$ cat src/rtl/abacus_event_counter.sv
// abacus_event_counter: twelve core trace event counters with a start/stop/clear
// command FSM and a one-cycle-latency read port.
// Build macro ABACUS_COUNTER_SATURATE_EN: when defined, a counter holds at all-ones
// instead of wrapping to zero. Overflow flags behave the same in both builds.
//
// state     | meaning
// IDLE      | after reset; events are not counted
// COUNTING  | captured events increment their counters
// FROZEN    | stopped; counters hold until restarted or cleared
module abacus_event_counter #(
    parameter int COUNTER_W = 32
) (
    input  logic                 clk,
    input  logic                 rst_n,
    input  logic [31:0]          abacus_instruction,
    input  logic                 abacus_instruction_issued,
    input  logic                 abacus_icache_request,
    input  logic                 abacus_icache_miss,
    input  logic                 abacus_icache_line_fill_in_progress,
    input  logic                 abacus_dcache_request,
    input  logic                 abacus_dcache_hit,
    input  logic                 abacus_dcache_line_fill_in_progress,
    input  logic                 ctrl_start,
    input  logic                 ctrl_stop,
    input  logic                 ctrl_clear,
    input  logic                 rd_en,
    input  logic [3:0]           rd_addr,
    output logic                 rd_valid,
    output logic [COUNTER_W-1:0] rd_data,
    output logic                 counting
);

    localparam int NUM_CNT = 12;
    localparam logic [COUNTER_W-1:0] CNT_ONE = {{(COUNTER_W-1){1'b0}}, 1'b1};

    localparam logic [6:0] OP_LOAD   = 7'b0000011;
    localparam logic [6:0] OP_STORE  = 7'b0100011;
    localparam logic [6:0] OP_BRANCH = 7'b1100011;
    localparam logic [6:0] OP_JAL    = 7'b1101111;
    localparam logic [6:0] OP_JALR   = 7'b1100111;

    typedef enum logic [1:0] {
        ST_IDLE     = 2'd0,
        ST_COUNTING = 2'd1,
        ST_FROZEN   = 2'd2
    } state_t;

    state_t               state_q, state_d;
    logic [NUM_CNT-1:0]   evt_raw;
    logic [NUM_CNT-1:0]   evt_q, evt_d;
    logic [COUNTER_W-1:0] cnt_q [NUM_CNT];
    logic [COUNTER_W-1:0] cnt_d [NUM_CNT];
    logic [NUM_CNT-1:0]   ovf_q, ovf_d;
    logic                 rd_valid_q, rd_valid_d;
    logic [COUNTER_W-1:0] rd_data_q, rd_data_d;
    logic [63:0]          rd_ext;
    logic [6:0]           opcode;
    logic                 unused_instr_bits;

    // Only the opcode field matters for classification.
    assign opcode            = abacus_instruction[6:0];
    assign unused_instr_bits = ^abacus_instruction[31:7];

    assign counting = (state_q == ST_COUNTING);
    assign rd_valid = rd_valid_q;
    assign rd_data  = rd_data_q;

    // Command decode; stop takes priority over a simultaneous start.
    always_comb begin
        state_d = state_q;
        case (state_q)
            ST_IDLE: begin
                if (ctrl_start && !ctrl_stop) state_d = ST_COUNTING;
            end
            ST_COUNTING: begin
                if (ctrl_stop) state_d = ST_FROZEN;
            end
            ST_FROZEN: begin
                if (ctrl_start && !ctrl_stop) state_d = ST_COUNTING;
            end
            default: state_d = ST_IDLE;
        endcase
    end

    // Raw event vector in counter order; the capture stage keeps only events seen while counting.
    always_comb begin
        evt_raw     = '0;
        evt_raw[0]  = 1'b1;
        evt_raw[1]  = abacus_instruction_issued;
        evt_raw[2]  = abacus_instruction_issued && (opcode == OP_LOAD);
        evt_raw[3]  = abacus_instruction_issued && (opcode == OP_STORE);
        evt_raw[4]  = abacus_instruction_issued && (opcode == OP_BRANCH);
        evt_raw[5]  = abacus_instruction_issued && ((opcode == OP_JAL) || (opcode == OP_JALR));
        evt_raw[6]  = abacus_icache_request;
        evt_raw[7]  = abacus_icache_miss;
        evt_raw[8]  = abacus_icache_line_fill_in_progress;
        evt_raw[9]  = abacus_dcache_request;
        evt_raw[10] = abacus_dcache_hit;
        evt_raw[11] = abacus_dcache_line_fill_in_progress;
        if (ctrl_clear) begin
            evt_d = '0;
        end else begin
            evt_d = evt_raw & {NUM_CNT{state_q == ST_COUNTING}};
        end
    end

    // Counter and sticky-overflow update from the capture stage; clear beats increment.
    always_comb begin
        for (int i = 0; i < NUM_CNT; i++) begin
            cnt_d[i] = cnt_q[i];
            ovf_d[i] = ovf_q[i];
            if (ctrl_clear) begin
                cnt_d[i] = '0;
                ovf_d[i] = 1'b0;
            end else if (evt_q[i]) begin
                if (cnt_q[i] == {COUNTER_W{1'b1}}) begin
                    ovf_d[i] = 1'b1;
`ifdef ABACUS_COUNTER_SATURATE_EN
                    cnt_d[i] = cnt_q[i];
`else
                    cnt_d[i] = '0;
`endif
                end else begin
                    cnt_d[i] = cnt_q[i] + CNT_ONE;
                end
            end
        end
    end

    // Read mux; rd_data only reloads when a read is requested so it holds between responses.
    always_comb begin
        rd_ext = '0;
        if (rd_addr < 4'd12) begin
            rd_ext[COUNTER_W-1:0] = cnt_q[rd_addr];
        end else if (rd_addr == 4'd12) begin
            rd_ext[NUM_CNT-1:0] = ovf_q;
        end else if (rd_addr == 4'd13) begin
            rd_ext[1:0] = state_q;
        end
        rd_valid_d = rd_en;
        rd_data_d  = rd_en ? rd_ext[COUNTER_W-1:0] : rd_data_q;
    end

    // Control state register.
    always_ff @(posedge clk or negedge rst_n) begin
        if (!rst_n) begin
            state_q <= ST_IDLE;
        end else begin
            state_q <= state_d;
        end
    end

    // Capture stage, counters and overflow flags.
    always_ff @(posedge clk or negedge rst_n) begin
        if (!rst_n) begin
            evt_q <= '0;
            ovf_q <= '0;
            for (int i = 0; i < NUM_CNT; i++) begin
                cnt_q[i] <= '0;
            end
        end else begin
            evt_q <= evt_d;
            ovf_q <= ovf_d;
            for (int i = 0; i < NUM_CNT; i++) begin
                cnt_q[i] <= cnt_d[i];
            end
        end
    end

    // Read response registers; reset drops any in-flight response.
    always_ff @(posedge clk or negedge rst_n) begin
        if (!rst_n) begin
            rd_valid_q <= 1'b0;
            rd_data_q  <= '0;
        end else begin
            rd_valid_q <= rd_valid_d;
            rd_data_q  <= rd_data_d;
        end
    end

endmodule

$ cat config.mk
export PLATFORM = sky130hd
export DESIGN_NAME = abacus_event_counter
export DESIGN_NICKNAME = d
export VERILOG_FILES = /design/src/rtl/abacus_event_counter.sv
export SDC_FILE = /design/constraint.sdc
export NUM_CORES = 1
export LEC_CHECK = 0
export ABC_AREA = 1
export CAP_MARGIN = 10
export CORE_ASPECT_RATIO = 0.6
export CORE_MARGIN = 3
export CORE_UTILIZATION = 30
export CTS_BUF_LIST = sky130_fd_sc_hd__clkbuf_2 sky130_fd_sc_hd__clkbuf_4 sky130_fd_sc_hd__clkbuf_8
export DETAILED_ROUTE_END_ITERATION = 10
export GPL_TIMING_DRIVEN = 0
export PLACE_DENSITY = 0.47
export SYNTH_ARGS = -nofsm -noshare
export SYNTH_HDL_FRONTEND = slang
export SYNTH_SLANG_ARGS = --single-unit
$ cat constraint.sdc
create_clock -name clk -period 3.6 [get_ports clk]
set_clock_uncertainty 0.15 [all_clocks]
set_input_delay 0.54 -clock clk [delete_from_list [all_inputs] [get_ports clk]]
set_output_delay 0.54 -clock clk [all_outputs]
set_load 0.005 [all_outputs]
==> results.txt <==
impl run done, here's what came out: status=finished clean, dpl cells=5558, Finished Cell Area=32090 um^2, Worst Tran Pin Value=1.210 ns, Syn Std Cell Area=28200 um^2, ys cells=4267, fraction of registers with async set/reset=100.0%, GR met1 Demand/Resource=between 40% and 50%, M1 wire length=65810 um, chip area=97830 um^2, Final setup viols=0, Top class by area=logic gates, area of the multi-input gates=15070 um^2, CTS tree=done, Worst Reg-to-Reg Cells=6, Largest register FFs=approximately 380, drt drc=0, clk sink count=between 400 and 500, final WL=126800 um, most numerous logic cell after layout=nand2_1, Setup WS post-layout=0.08942 ns, DR top layer=met5, mux share=0.1065%, post-route clock period utilization=97.52%, final tally of hold violations=0, total congestion overflow=0, CP delay by family, top=buffers and inverters, yosys synthesis chip area=around 28000 um^2, dpl hpwl=100400 um, simple share=39.23%, n_diodes=2, Psw=3424 uW, Yosys top cell by instances=nand2_1, worst r2r dst=evt_q[5], top cells by count=1243 x nand2_1, 865 x nor2_1, 443 x dfrtp_1, clk_lat worst skew=0.75 ns, via-per-instance ratio=5.111, yosys adder share=0.5325%, CTS max path bufs=3, worst path bufs/invs=5, registers=443, HP Class=in2async, Worst path depth=7, pin count of the biggest net entering global routing=102, CP Cell Sequence=clkdlybuf4s50_1, inv_1, buf_2, buf_2, clkbuf_4, nand3_1, o21ai_0, CLK BUF=122, Clock-cell share=5.193%, reg2reg setup slack=0.53 ns, MaxCap Viol Count=0, Leak=~0.013 uW, flops & latches, synth=443, Seq pwr share=about 45%, max incr delay on CP=0.78 ns, f_max=between 200 and 300 MHz, input/output buffers=55, Placer Congestion=between 0.9 and 1, most used cell, CP=buf_2, inverters=408, CTS H-tree depth=3, VDD IR max=approximately 0.25 mV, first-pass GRT wire length=182700 um, Die Ht=roughly 240 um, Post-Place Cell Area=about 30000 um^2, P_int=8174 uW, RSZ-0062 raised after global routing=false, Non-Clock Buffer Count=approximately 180, FP Rows=approximately 86, CP max-delay cell=clkdlybuf4s50_1, fin nets=4467, drt initial violations=just under 4000, combinational power share=under 10%, Sw Ratio=29.52%, CTS buffer count=just under 80, CP endpoint kind=flip-flop, synth-to-layout area growth=13.80%, CP max FO=10, non-clk buf share=approximately 3.7%, cell type with the largest total area=dfrtp_1, GRT busiest layer=met1, Post-Synth XOR/XNOR Area=6.026%, largest register by flop count=cnt_q, CP Class=in2reg, Tap Count=1232, first-pass detailed-route iteration total=7, layout cells sized above 1=4.927%, Tmin final=3.511 ns
[how the worst min path moves through the flow]
stage                        start        to  slack (ns)  cells past startpoint
final                        rst_n  cnt_q[4]        0.12                      2
after global routing         rst_n  cnt_q[4]        0.13                      2
after CTS                    rst_n  cnt_q[4]        0.07                      2
after floorplan              rst_n  cnt_q[0]        0.09                      0
after global placement    ovf_q[1]  ovf_q[1]        0.32                      2
after detailed placement     rst_n  cnt_q[4]        0.32                      1
[power by group through the flow]
stage	sequential [uW]	clock, uW	combinational, uW
detailed placement	5280	0	1110
finish	5190	5280	1130
global placement	5290	0	1090
floorplan	5230	0	483
CTS	5180	5390	1110
global route	5190	5600	1210
[what timing repair did]
item | in CTS | in global routing
setup endpoints to repair | 0 | 12
resized | 0 | 3
hold endpoints to repair | 94 | 0
hold buffers | 1 | 0
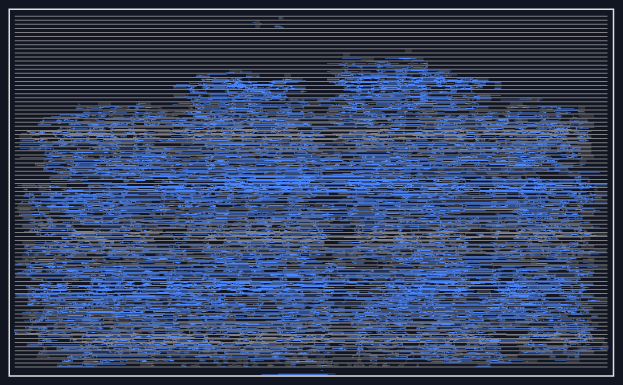
Figure 1: met1 routing.
(1.5 px per um) Supply wires on this layer in gray.
main direction	horizontal
wire length on this layer	65.8 mm
longest straight run	163 um
nets with wire on the layer	4220

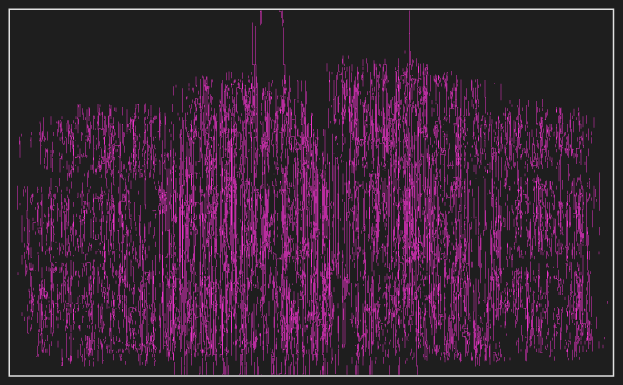
Figure 2: signal wires on met2.
(1.5 px per um)
nets with wire on the layer	3330
share of all routed wire	33%

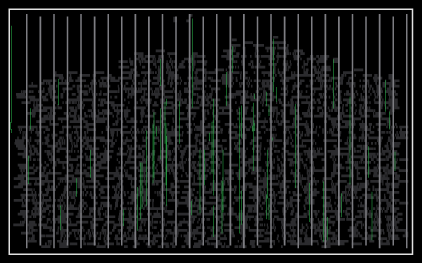
Figure 3: metal 4.
(1 px per um) Supply wires on this layer in gray.
share of all routed wire	2.0%
nets with wire on the layer	35

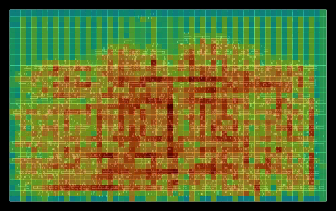
Figure 4: congestion heat map.
final core occ: 34.72%
met3 Track Usage GR: 10.33%
wire length per cell: 22.25 um
gr usage total: 25.41%

Power figures rest on the tool's default switching activity, not on a simulated workload.
